### src/rtl/spi_tx_queue_if.sv
// Handshake bundle shared by the CPU write port, the transmit queue and the SPI serializer.
// The slave modport is the queue; the master modport is whatever drives it.
interface spi_tx_queue_if #(
    parameter int W_DATA = 32,
    parameter int W_PTR  = 2
);
    logic              wr_en;
    logic [W_DATA-1:0] wr_data;
    logic              clr_overflow;
    logic              full;
    logic              empty;
    logic [W_PTR:0]    count;
    logic              overflow;
    logic              tx_ready;
    logic [W_DATA-1:0] tx_data;
    logic              tx_valid;

    modport master (
        output wr_en, wr_data, clr_overflow, tx_ready,
        input  full, empty, count, overflow, tx_data, tx_valid
    );

    modport slave (
        input  wr_en, wr_data, clr_overflow, tx_ready,
        output full, empty, count, overflow, tx_data, tx_valid
    );
endinterface

### src/rtl/spi_tx_queue.sv
// Circular transmit FIFO feeding an SPI serializer through a launch/ack/busy handshake.
// The popped word is held in tx_data until the serializer has finished shifting it out.
module spi_tx_queue #(
    parameter int W_DATA = 32,
    parameter int DEPTH  = 4,
    parameter int W_PTR  = 2
) (
    input  logic          clk,
    input  logic          rst,
    spi_tx_queue_if.slave bus
);
    typedef enum logic [1:0] {
        S_IDLE,
        S_LAUNCH,
        S_ACK,
        S_BUSY
    } state_t;

    localparam logic [W_PTR:0] C_DEPTH = (W_PTR+1)'(DEPTH);

    state_t            r_state;
    state_t            w_next_state;
    logic [W_DATA-1:0] r_mem [DEPTH];
    logic [W_PTR-1:0]  r_wr_ptr;
    logic [W_PTR-1:0]  r_rd_ptr;
    logic [W_PTR:0]    r_count;
    logic              r_overflow;
    logic [W_DATA-1:0] r_tx_data;
    logic              w_full;
    logic              w_empty;
    logic              w_pop;
    logic              w_push;
    logic              w_drop;

    // Flags come only from the registered count, so wr_en never reaches them combinationally.
    assign w_full  = (r_count == C_DEPTH);
    assign w_empty = (r_count == '0);
    assign w_push  = bus.wr_en && (!w_full || w_pop);
    assign w_drop  = bus.wr_en && w_full && !w_pop;

    always_ff @(posedge clk or negedge rst) begin
        if (!rst) begin
            r_state <= S_IDLE;
        end else begin
            r_state <= w_next_state;
        end
    end

    always_comb begin
        w_next_state = r_state;
        w_pop        = 1'b0;
        case (r_state)
            S_IDLE: begin
                if (!w_empty && bus.tx_ready) begin
                    w_pop        = 1'b1;
                    w_next_state = S_LAUNCH;
                end
            end
            S_LAUNCH: begin
                w_next_state = S_ACK;
            end
            S_ACK: begin
                if (!bus.tx_ready) begin
                    w_next_state = S_BUSY;
                end
            end
            S_BUSY: begin
                if (bus.tx_ready) begin
                    w_next_state = S_IDLE;
                end
            end
            default: begin
                w_next_state = S_IDLE;
            end
        endcase
    end

    // Storage needs no reset: the pointers alone decide which entries are live.
    always_ff @(posedge clk) begin
        if (w_push) begin
            r_mem[r_wr_ptr] <= bus.wr_data;
        end
    end

    always_ff @(posedge clk or negedge rst) begin
        if (!rst) begin
            r_wr_ptr <= '0;
            r_rd_ptr <= '0;
            r_count  <= '0;
        end else begin
            if (w_push) begin
                r_wr_ptr <= r_wr_ptr + 1'b1;
            end
            if (w_pop) begin
                r_rd_ptr <= r_rd_ptr + 1'b1;
            end
            if (w_push && !w_pop) begin
                r_count <= r_count + 1'b1;
            end else if (w_pop && !w_push) begin
                r_count <= r_count - 1'b1;
            end
        end
    end

    // A dropped write outranks a clear arriving in the same cycle.
    always_ff @(posedge clk or negedge rst) begin
        if (!rst) begin
            r_overflow <= 1'b0;
            r_tx_data  <= '0;
        end else begin
            if (w_drop) begin
                r_overflow <= 1'b1;
            end else if (bus.clr_overflow) begin
                r_overflow <= 1'b0;
            end
            if (w_pop) begin
                r_tx_data <= r_mem[r_rd_ptr];
            end
        end
    end

    assign bus.full     = w_full;
    assign bus.empty    = w_empty;
    assign bus.count    = r_count;
    assign bus.overflow = r_overflow;
    assign bus.tx_data  = r_tx_data;
    assign bus.tx_valid = (r_state == S_LAUNCH);
endmodule
### src/flat_wrapper.sv
// flat-port wrapper written by rule: the top's interface ports become plain ports
module spi_tx_queue_flat 
#(
    parameter int W_DATA = 32,
    parameter int DEPTH  = 4,
    parameter int W_PTR  = 2
)
  (clk, rst, bus_wr_en, bus_wr_data, bus_clr_overflow, bus_tx_ready, bus_full, bus_empty, bus_count, bus_overflow, bus_tx_data, bus_tx_valid);
  spi_tx_queue_if #(.W_DATA(W_DATA), .W_PTR(W_PTR)) bus_i ();
  input  logic clk;
  input  logic rst;
  input wire logic [$bits(bus_i.wr_en)-1:0] bus_wr_en;
  input wire logic [$bits(bus_i.wr_data)-1:0] bus_wr_data;
  input wire logic [$bits(bus_i.clr_overflow)-1:0] bus_clr_overflow;
  input wire logic [$bits(bus_i.tx_ready)-1:0] bus_tx_ready;
  output wire logic [$bits(bus_i.full)-1:0] bus_full;
  output wire logic [$bits(bus_i.empty)-1:0] bus_empty;
  output wire logic [$bits(bus_i.count)-1:0] bus_count;
  output wire logic [$bits(bus_i.overflow)-1:0] bus_overflow;
  output wire logic [$bits(bus_i.tx_data)-1:0] bus_tx_data;
  output wire logic [$bits(bus_i.tx_valid)-1:0] bus_tx_valid;
  assign bus_i.wr_en = bus_wr_en;
  assign bus_i.wr_data = bus_wr_data;
  assign bus_i.clr_overflow = bus_clr_overflow;
  assign bus_i.tx_ready = bus_tx_ready;
  assign bus_full = bus_i.full;
  assign bus_empty = bus_i.empty;
  assign bus_count = bus_i.count;
  assign bus_overflow = bus_i.overflow;
  assign bus_tx_data = bus_i.tx_data;
  assign bus_tx_valid = bus_i.tx_valid;
  spi_tx_queue #(.W_DATA(W_DATA), .DEPTH(DEPTH), .W_PTR(W_PTR)) u_core (.clk(clk), .rst(rst), .bus(bus_i));
endmodule
### config.mk
export PLATFORM = sky130hd
export DESIGN_NAME = spi_tx_queue_flat
export DESIGN_NICKNAME = d
export VERILOG_FILES = /design/src/rtl/spi_tx_queue_if.sv /design/src/rtl/spi_tx_queue.sv /design/src/flat_wrapper.sv
export SDC_FILE = /design/constraint.sdc
export NUM_CORES = 1
export LEC_CHECK = 0
export CORE_MARGIN = 2
export CORE_UTILIZATION = 36
export DETAILED_ROUTE_END_ITERATION = 8
export SETUP_SLACK_MARGIN = 0.05
export SLEW_MARGIN = 20
export SYNTH_ARGS = -nofsm -noshare
export SYNTH_HDL_FRONTEND = slang
export SYNTH_SLANG_ARGS = --single-unit
### constraint.sdc
create_clock -name clk -period 3.3 [get_ports clk]
set_clock_uncertainty 0.1 [all_clocks]
set_input_delay 0.495 -clock clk [delete_from_list [all_inputs] [get_ports clk]]
set_output_delay 0.495 -clock clk [all_outputs]
set_load 0.02 [all_outputs]
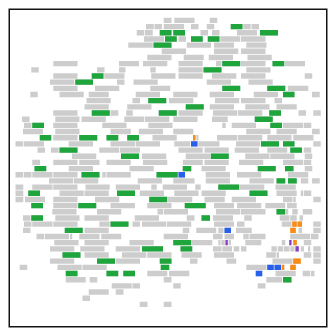
**Above:** run 1 (logic cells by family).
orange -> nor cells  # cells 8, where lower right
blue -> xor and xnor cells  # cells 6
purple -> nand cells  # cells 3, most used nand2_1
green -> mux cells  # cells 66, most used mux4_2, where spread over the die
tally of non-filler cells in the final layout: 630
combinational share of cell area: 0.1885
Top cell excl fill/tap: edfxtp_1

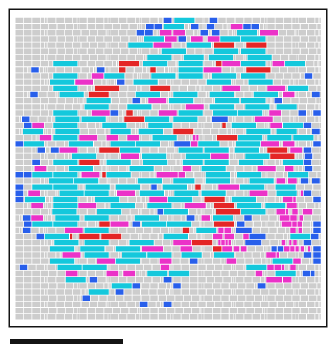
**Above:** run 1 (cells coloured by class).
The bar under the picture is 50 um long. Fill, decap, tap and diode cells in grey.
red -> clock drivers and dummy loads  # cells 32
magenta -> remaining logic cells  # cells 115
blue -> remaining buffers and delay cells  # cells 84
cyan -> registers  # cells 170
Core Region: 0.01796 mm^2
Final Cell Area: 0.008284 mm^2

==> impl.org, run 1 <==
#+TITLE: Physical design notes

** Status
- The flow ran to the end, and the final reports show no timing, DRC or antenna violations.

** Logic synthesis
- Yosys stat area :: 0.006584 mm^2
- For this run, the leading register cell type out of synthesis is edfxtp_1.
- The synthesis report lists the Yosys warning total as 0.
- Fraction of registers with async set or reset after synthesis :: 0.2471
- A synthesized cell averages 22.17 um^2.
- In the Yosys stats the netlist draws on 28 distinct library cells.
- Synthesis produced between 200 and 300 cells.
- In this run, synthesis produced a sequential element count of 170.
- In the Yosys report the total cell count is between 200 and 300.
- Number of nets at floorplan :: 345
- In this run the cell area of the synthesized design comes to approximately 0.0066 mm^2.
- Number of synthesized flops with an enable pin :: 128

** Global routing
- Total routing resource utilization after global routing :: 0.1294
- The first global-routing pass estimated roughly 19000 um of wire.
- The number of antenna violations at the first check in global routing was 0.
- The number of global-route vias before repair is 3252.
- Entering global routing, the biggest net connects 36 pins.
- Per the GRT congestion report, total overflow comes to 0.

** Min path
- Worst min path class :: in -> async

** Clock network
- No sink is reached through more buffers than the 2 on the longest clock path.
- H-tree depth :: 4
- Resized Gates After CTS :: 0
- Clock latency on the worst-skew pair :: around 0.42 ns
- Number of buffers added by the clock tree synthesis step :: 17
- For reference, the clock transition at the flip-flops on the worst setup and hold paths is 0.06 ns.
- Post-CTS Setup Bufs :: 0
- According to the CTS report, the clock sink count is 170.
- Per the CTS log, the root buffer master is clkbuf_16.
- Clock tree from TritonCTS :: yes
- After clock tree synthesis, the flow added hold-fix buffers numbering 0.

** Final timing
- Final setup margin :: 0.7619 ns
- Final hold violation count :: 0
- The end-of-flow timing check tallies setup violations at 0.
- The smallest clock period supported by the final layout is computed as 2.538 ns.
- The final timing summary puts the cycle share of the worst path at 0.7691.
- Maximum clock frequency :: 394.0 MHz
- In the final timing run, aggregate negative setup slack is 0 ns.
- Setup repair after global routing missed its margin :: false

** Place
- Count of buffers inserted at the top-level ports :: 75
- Worst setup slack after placement :: 0.6674 ns
- Gp weighted congestion :: 0.6649

** Floorplanning
- Number of top-level pins :: 76
- The floorplan step records an initial core utilization of 0.3665.
- Row generation in the floorplan step produced 49 rows.
- Per the OpenROAD floorplan log, the height of the die is 139.2 um.

** Job
- Number of maximum-capacitance constraint violations :: 0

** Layout
- Area taken by flip-flops and latches :: 0.004897 mm^2
- In the layout the commonest cells are edfxtp_1 (128), clkdlybuf4s50_1 (74), dfrtp_1 (40), mux4_2 (28), mux2_4 (26).
- The filler cells instantiated in the layout total 1501.
- In this run the layout overhead on the synthesized area is reported as 25.83%.
- The finished design was reported to have a net count of around 440.
- Fraction of layout instances using a drive strength above 1 :: 0.2768
- MI comb area :: 0.001562 mm^2

** Detailed routing
- For this run, the detailed router reports a per-instance via density of roughly 4.8.
- Post-detailed-routing wire length :: 11770 um
- Total length of routed met2 wires :: 5863 um
- The routed design uses between 400 and 500 um of met3 wire.
- The routed wirelength on the met1 layer is recorded as between 5000 and 6000 um.
- Highest metal layer with signal wires :: met4
- Via count of the routed design :: 3044
- According to the report, the first pass of detailed routing completed in 4 iterations.
- Per the post-route antenna check, the number of violating nets is 0.

** Critical path
- The data required time reported for the critical path is approximately 2.7 ns.
- Arrival time at the worst endpoint :: 1.94 ns
- In this run the critical path is formed by nor3b_1, clkdlybuf4s50_1.
- Delay of the slowest cell on the worst path :: 0.68 ns
- Largest fanout on the critical path :: 5
- Slowest CP cell :: clkdlybuf4s50_1
- Capturing element type of the critical path :: primary output

** Power
- Per the summary, power density relative to cell area is roughly 960 mW/mm^2.
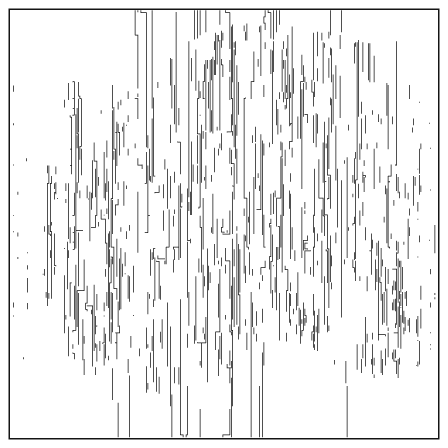
**Above:** run 1 (metal 2).
longest straight run = 50.7 um
wire length on this layer = 5860 um

## run 1: state kept, by name, summed over array words and instances (netlist names)
signal and count:
u_core.r_wr_ptr 2, u_core.r_rd_ptr 2, u_core.bus.overflow 1, u_core.r_mem 128, u_core.bus.tx_data 32, u_core.r_state 2
u_core.bus.count 3
## run 1: area by class of cell
class                   instances  area share
well taps                     229     0.03459
inverters                       8    0.003625
clock inverters                13     0.02296
multi-input cells             107      0.1885
flip-flops and latches        170      0.5911
repair buffers                 84      0.1057
clock buffers                  19     0.05347
## run 1: routing by layer
| metal | track usage | vias up |
|---|---|---|
| li1 | - | 1361 |
| met3 | 0.03372 | 14 |
| met2 | 0.2056 | 74 |
| met1 | 0.1728 | 1595 |
| met4 | 0.04838 | 0 |
| met5 | 0 | - |
## run 1: synthesized netlist by cell type (3+ instances only)
cell        n  area, um^2
ha_1       10       125.1
mux4_2     28       630.6
inv_1       8       30.03
edfxtp_1  128        3844
buf_6       7       78.83
o21ai_0     5       25.02
mux2_2      8       90.09
clkbuf_1    3       11.26
xnor2_1     3       26.28
mux4_1      4       105.1
xor2_1      3       26.28
dfrtp_1    42        1051
and2_1      4       25.02
mux2_4     26       390.4
## run 1: logic make-up (layout without fill, tap and decap cells)
| logic type | after synthesis | count (layout) | share of synthesized area |
|---|---|---|---|
| buffers and inverters | 20 | 124 | 0.02014 |
| AND/OR/NAND/NOR | 16 | 16 | 0.01425 |
| flip-flops | 170 | 170 | 0.7434 |
| XOR/XNOR | 6 | 6 | 0.007983 |
| AND-OR/OR-AND | 8 | 8 | 0.007412 |
| multiplexers | 66 | 66 | 0.1847 |
| adder cells (fa/ha/maj) | 11 | 11 | 0.02204 |
## run 1: path summary, 6_finish.rpt
kind | from | end | slack, ns | cells after the start
worst min register to register | u_core.bus.tx_data[15] | u_core.bus.tx_data[15] | 0.41 | 1
max in group asynchronous | rst | u_core.r_state[0] | 2.33 | 2
min in group clk | u_core.bus.tx_data[15] | u_core.bus.tx_data[15] | 0.41 | 1
worst min-delay path | rst | u_core.r_wr_ptr[0] | 0.006 | 1
worst max register to register | u_core.r_state[0] | u_core.bus.count[2] | 0.94 | 11
worst max-delay path | u_core.bus.count[0] | bus_full | 0.76 | 2
## run 1: power by group
group	switching [uW]	internal [uW]
sequential	388	2920
combinational	1100	1430
clock	818	1290
## run 1: critical path, delay by kind of cell, from the launching register on
kind | cells | cell delay, ns
buffers and inverters | 1 | 0.68
DFF | 1 | 0.46
and+or+nand+nor | 1 | 0.38
## run 1: stage by stage
stage / cell area [um^2] / instances / power (uW) / hold WS (ns)
5_1_grt: 8284 / 630 / 8348 / 0.07773
3_3_place_gp: 7651 / 598 / 5878 / 0.3898
4_1_cts: 8284 / 630 / 8066 / 0.03540
2_1_floorplan: 6584 / 297 / 4957 / 0.09941
3_5_place_dp: 7651 / 598 / 5936 / 0.3914
6_report: 8284 / 630 / 7951 / 0.006340
**Run 1: cell sizes after repair**

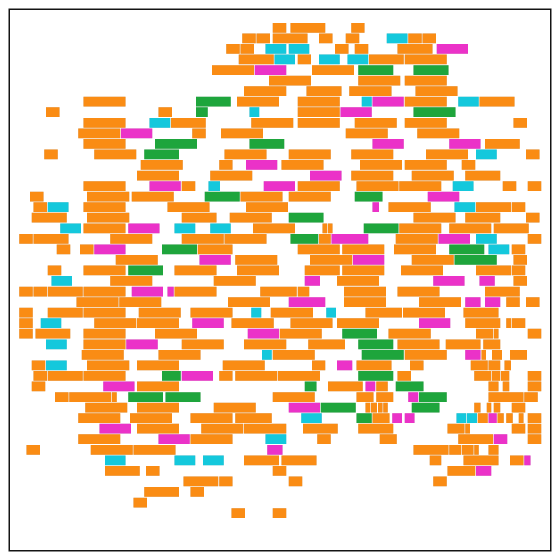

==> run 2, diff against run 1 <==
Clock period 3.3 ns to 2.55 ns, I/O delays scaled along.
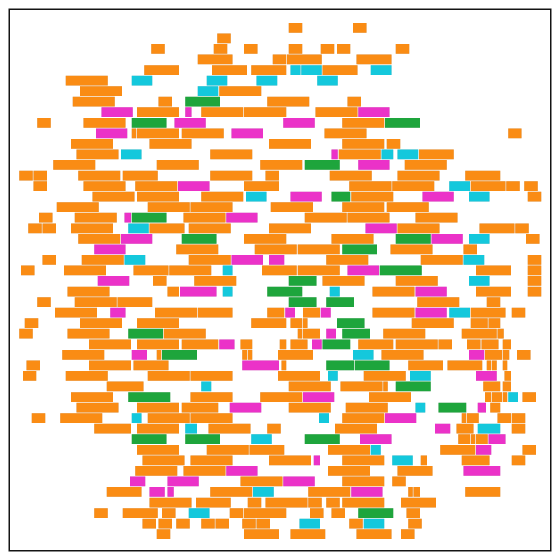
**Above:** run 2 (cell sizes after repair).
orange -> x1 and smaller  # cells 289, share 71%, most used edfxtp_1
green -> x6 and larger  # cells 28, share 6.8%, most used clkbuf_16
magenta -> x2  # cells 52, share 13%, most used mux4_2
cyan -> x3 and x4  # cells 40, share 9.8%, most used mux2_4

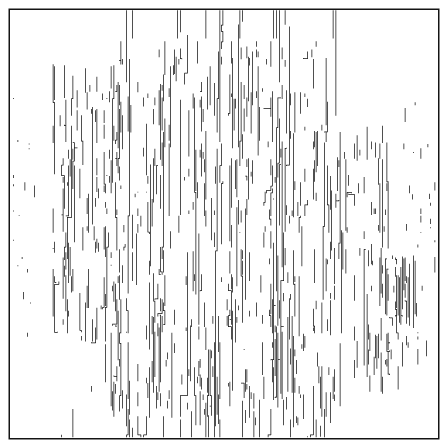
**Above:** run 2 (metal 2).
share of all routed wire = 50%
nets with wire on the layer = 401
longest straight run = 56.9 um
main direction = vertical

==> run 2 against run 1 <==
- sequential share of layout area fell by 0.38 points
- setup slack got worse by 0.60 ns
- critical endpoint is now u_core.bus.count[1]
- largest cell class unchanged
- sequential power grew 26%
- critical path type is now reg -> reg
==> impl.org, run 2 <==
#+TITLE: Physical design notes

** Status
- The run finished with clean final reports.

** Detailed routing
- Post-detailed-routing wire length :: 11790 um (+0.15%)
- The first-pass iteration count of the detailed router was 5 (+1).
- ANT nets after route :: 0 (unchanged)
- Mean number of vias per cell :: 4.701 (-2.7%)

** Logic synthesis
- Sorting the Yosys area breakdown by cell type puts at the top edfxtp_1.
- Yosys cell count :: 297 (unchanged)
- Most popular library cell in the synthesized design by count :: edfxtp_1
- Fraction of synthesized cell area taken by the top area cell type :: 0.5838 (unchanged)
- Main area contributors :: edfxtp_1 (58%), dfrtp_1 (16%), mux4_2 (9.6%)
- The parity-gate share of the synthesized area counting xor and xnor cells is 0.007982 (unchanged).
- Multiplexer area fraction after synthesis :: 0.1847 (unchanged)
- The mean cell area of the mapped netlist came to 22.17 um^2 (unchanged).
- The fraction of registers with async set/reset is 0.2471 (unchanged).
- The cell area after synthesis was 0.006584 mm^2 (unchanged).
- Flop and latch count out of synthesis :: 170 (unchanged)
- Basic Gates by Area :: 0.01425 (unchanged)
- Of the combinational cells, the family taking the most area is multiplexers.
- The area of the synthesized netlist per yosys stat came to 0.006584 mm^2 (unchanged).
- Among all flip-flop cells after synthesis, the most frequent one is edfxtp_1.
- Post-Synth AOI/OAI Area :: 0.007412 (unchanged)
- Number of synthesized flops with an enable pin :: 128 (unchanged)
- The area fraction in full adders, half adders and majority gates came to 0.02204 (unchanged).

** Layout
- The share of cells above drive strength 1 was 0.2934 (+0.01659).
- The non-filler instance count after layout is 638 (+1.3%).
- Most frequent cells in the layout :: edfxtp_1 (128), clkdlybuf4s50_1 (74), dfrtp_1 (39), mux4_2 (28), mux2_4 (26)
- Number of flip-flops under the largest register name :: 128 (unchanged)
- Per the run report, area growth between synthesis and finish was 26.68%.

** Final timing
- Total Neg Setup Slack :: 0 ns (unchanged)
- Maximum clock frequency :: 418.8 MHz
- Setup repair after global routing missed its margin :: false
- The number of hold violations in the final report came to 0 (unchanged).

** Floorplanning
- Die Height :: 139.2 um (unchanged)

** Global routing
- Global-route wire length before repair :: 18340 um (-1.9%)
- The largest net degree at the start of global routing is 36 (unchanged).

** Critical path
- Capturing element type of the critical path :: register
- Data required time of the worst path :: 2.76 ns (+0.06 ns)

** Power
- PwrDens :: 1211 mW/mm^2 (+26%)

** Min path
- The tightest min-delay check is of the in -> async type.

** Clock network
- H-tree depth :: 4 (unchanged)
- The number of sinks driven by the clock tree came to 170 (unchanged).
- Clock-pin slew of the registers on the worst-case setup and hold paths :: 0.06 ns (about the same)

** Place
- Count of buffers inserted at the top-level ports :: 75 (unchanged)

** Job
- Number of maximum-capacitance constraint violations :: 0 (unchanged)
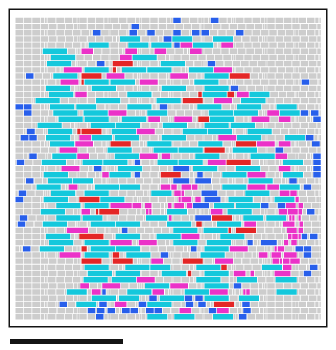
**Above:** run 2 (cells coloured by class).
The bar under the picture is 50 um long. Fill, decap, tap and diode cells in grey.
red -> clock drivers and dummy loads  # cells 32
cyan -> registers  # cells 170
magenta -> remaining logic cells  # cells 115
blue -> remaining buffers and delay cells  # cells 92
final design utilization: 0.4643
total number of placement rows: 49
Final Cell Area: 0.008341 mm^2

## run 2: final timing paths
| check | from | end | cells past startpoint |
|---|---|---|---|
| worst max-delay path | u_core.r_state[0] | u_core.bus.count[1] | 8 |
| min in group clk | u_core.bus.tx_data[5] | u_core.bus.tx_data[5] | 1 |
| max in group asynchronous | rst | u_core.bus.count[1] | 3 |
| worst min register to register | u_core.bus.tx_data[5] | u_core.bus.tx_data[5] | 1 |
| worst max register to register | u_core.r_state[0] | u_core.bus.count[1] | 8 |
| worst min-delay path | rst | u_core.bus.tx_data[7] | 2 |
## run 2: final cells by class
cell class                      count  area (um^2)
Clock buffer                       19        442.9
Clock inverter                     13        127.6
Fill cell                        1521         9623
Inverter                            8        30.03
Multi-Input combinational cell    107         1579
Sequential cell                   170         4898
Tap cell                          229        286.5
Timing Repair Buffer               92        975.9
## run 2: kinds of logic (layout without fill, tap and decap cells)
logic type                 after synthesis  count (layout)
AOI/OAI and AO/OA                        8               8
xor gates and xnor gates                 6               6
adders and majority gates               11              11
buffers and inverters                   20             132
DFF                                    170             170
muxes                                   66              66
and+or+nand+nor                         16              16
## run 2: report_power, final
part | internal (uW) | leakage (uW) | total [uW] | switching, uW
clock network | 1450 | 0.000274 | 2460 | 1000
registers | 3790 | 0.00167 | 4180 | 391
logic | 1920 | 0.00109 | 3460 | 1550
## run 2: metrics by stage
| stage | power [uW] | setup WS [ns] |
|---|---|---|
| 2_1_floorplan | 6434 | 0.06504 |
| 3_3_place_gp | 7687 | 0.1191 |
| 3_5_place_dp | 7779 | 0.09691 |
| 4_1_cts | 10270 | 0.1573 |
| 5_1_grt | 10600 | 0.07233 |
| 6_report | 10100 | 0.1625 |
## run 2: repair_timing
action,in CTS,in global routing
endpoints found under the setup margin,0,1
resized,0,2
endpoints found under the hold margin,19,0
hold buffers,1,0
## run 2: layer usage
| layer | track usage | routed length, um | part of all wire | vias to the layer above |
|---|---|---|---|---|
| met2 | 0.2121 | 5944 | 0.50 | 63 |
| met5 | 0 | 0 | 0 | - |
| li1 | - | - | - | 1369 |
| met1 | 0.1589 | 5239 | 0.44 | 1552 |
| met4 | 0.05104 | 194 | 0.016 | 0 |
| met3 | 0.03820 | 413 | 0.035 | 15 |
## run 2: critical path: stages (launching register included)
cell and delay [ns]:
dfrtp_1 0.44, inv_1 0.13, ha_2 0.22, nand2_1 0.09
or2_2 0.32, ha_1 0.22, inv_1 0.08, fa_1 0.40
mux2_2 0.26
Power and IR drop assume default switching activity.
